==> config.mk <==
export PLATFORM = sky130hd
export DESIGN_NAME = pwm_duty_ramp
export DESIGN_NICKNAME = d
export VERILOG_FILES = /design/src/rtl/pwm_pkg.sv /design/src/rtl/pwm_tick_gen.sv /design/src/rtl/pwm_duty_ramp.sv
export SDC_FILE = /design/constraint.sdc
export NUM_CORES = 1
export LEC_CHECK = 0
export CAP_MARGIN = 20
export CORE_MARGIN = 2
export CORE_UTILIZATION = 32
export CTS_CLUSTER_DIAMETER = 150
export DETAILED_ROUTE_END_ITERATION = 7
export PLACE_DENSITY = 0.62
export SETUP_SLACK_MARGIN = 0.15
export SLEW_MARGIN = 20
export SYNTH_ARGS = -nofsm -noshare
export SYNTH_HDL_FRONTEND = slang
export SYNTH_SLANG_ARGS = --single-unit
==> constraint.sdc <==
create_clock -name clk -period 4 [get_ports clk]
set_clock_uncertainty 0.15 [all_clocks]
set_input_delay 0.6 -clock clk [delete_from_list [all_inputs] [get_ports clk]]
set_output_delay 0.6 -clock clk [all_outputs]
set_load 0.05 [all_outputs]
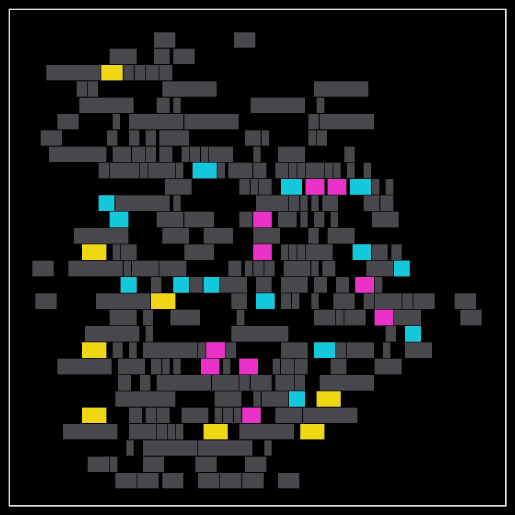
(gate families picked out)
Drawn at 6 px/um.
cyan -> non-inverting ao/oa cells  # cells 14, most used a21o_1
yellow -> mux cells  # cells 8, most used mux2_2
magenta -> xor and xnor cells  # cells 10, most used xnor2_1
combinational share of cell area: 0.5393
Layout Cells excl Fill: 318
most frequent logic cell in the layout: ha_1

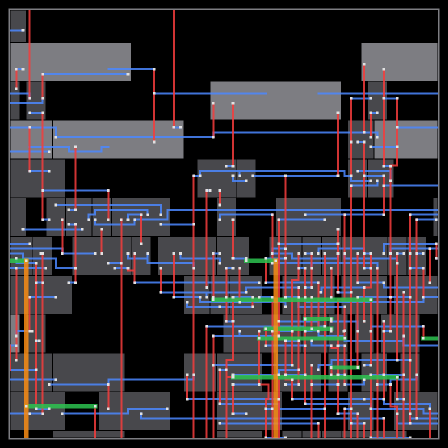
(a small window of the routed layout)
Region (26, 43) to (56, 73) um. Cells in gray, sequential cells in the stronger gray; small squares are vias.
red -> M2
blue -> M1
green -> M3
orange -> M4
most frequent = nand2_1 (12), nor2_1 (5), ha_1 (5)
cells with their middle in the window = 55
sequential cells in the window = 4

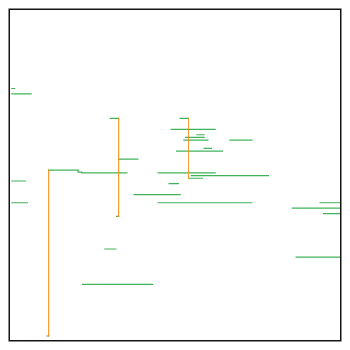
(wiring by layer)
Drawn at 4 px/um. Two of the layers only.
orange -> M4  # wire length 80.9 um
green -> M3  # wire length 211 um
via count: 1660
GRT Total Usage: 0.1502
DRT Wirelength: 4599 um
WL/cell: 14.46 um

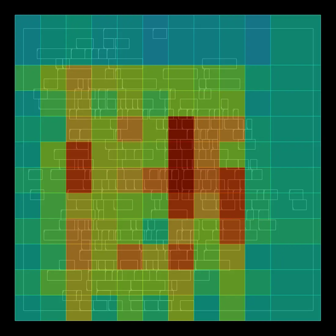
(congestion heat map)
GR Util met3: 0.01413
GR Layer Usage met2: 0.2403
busiest layer in global routing: met2

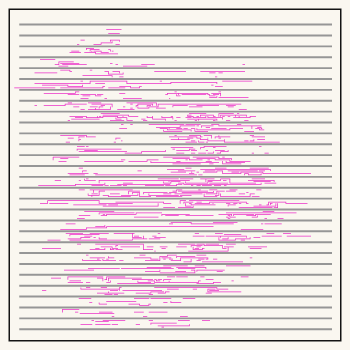
(met1 routing)
Drawn at 4 px/um. Supply wires on this layer in gray.
main direction = horizontal
wire length on this layer = 2230 um
met1 usage: 0.2093

==> results.py <==
# Generated from Yosys and OpenROAD reports
metrics = {
    "critical_path": {
        "cp_num_buf_inv": 0,
        "crit_arrival_ns": 3.50,
        "cpMostUsedCell": "ha_1",
        "cp_top_family": "AND-OR/OR-AND gates",
        "crit_required_ns": 4.02,
    },
    "final_layout": {
        "signal_buffers": 25,
        "fin_nets": 284,
        "nFillCells": 617,
        "seq_cell_count": 24,
        "num_antenna_cells": 0,
        "drive_above_1_share": 0.1193,
        "largest_cell_class": "combinational gates",
        "layout_top_cells": "ha_1 (28), dfrtp_1 (22), clkdlybuf4s50_1 (22)",
        "seqCellArea_sq_um": 603.1,
        "combGateArea_sq_mm": 0.001280,
        "fin_util": 0.3985,
        "finalInstanceArea_sq_mm": 0.002374,
    },
    "grt": {
        "grt_start_max_net_pins": 25,
        "antenna_found_initial": 0,
        "grt_pass1_vias": 1619,
    },
    "synth": {
        "simple_gate_area_frac": 0.1940,
        "syn_inst": 218,
        "top_cells_by_area": "dfrtp_1 (29%), ha_1 (18%), inv_1 (4.0%), mux2_2 (4.0%), nand2_1 (3.8%)",
        "compound_area_frac": 0.1820,
        "synth_top_area_share": 0.2917,
        "syn-num-nets": 258,
        "synthTopLogicFamily": "simple AND/OR/NAND/NOR gates",
    },
    "floorplan": {
        "taps": 75,
        "num_rows": 28,
        "ios": 23,
        "die_h_um": 82.53,
        "core_area_sq_mm": 0.005956,
    },
    "clocking": {
        "cts_setup_buffers": 0,
        "cts.clk_slew.worst_paths_ns": 0.09,
        "clock_path_buffers": 2,
        "htree_num_levels": 1,
    },
    "worst_hold_path": {
        "hold_class": "flop to flop",
        "min_path_cells": 1,
    },
    "timing": {
        "final.min_clock_period_ns": 3.481,
        "relSlewSlack": 0.6439,
        "setup_violations": 0,
        "setup_slack_ns": 0.5189,
        "clock.fmax_mhz": 287.3,
        "tightestPinTransition_ns": 0.5324,
    },
    "run_status": {
        "run_status": "complete, no violations",
    },
    "place": {
        "post-place-ws_ns": 0.4529,
        "portBuffers": 22,
        "place_inst": 313,
        "dp_hpwl_um": 3635,
    },
    "power_and_ir_drop": {
        "power_sequential_mw": 0.487,
        "p_leak_nw": 1.067,
        "pwr-share-clk": 0.094,
        "maxPowerGroup": "combinational cells",
        "internal_power_mw": 0.9155,
    },
    "drt": {
        "highest_layer": "met4",
        "wl_met2_um": 2075,
        "wl_met3_um": 210,
    },
    "flow_run": {
        "warning_count": 31,
    },
}
Power and IR drop assume default switching activity.
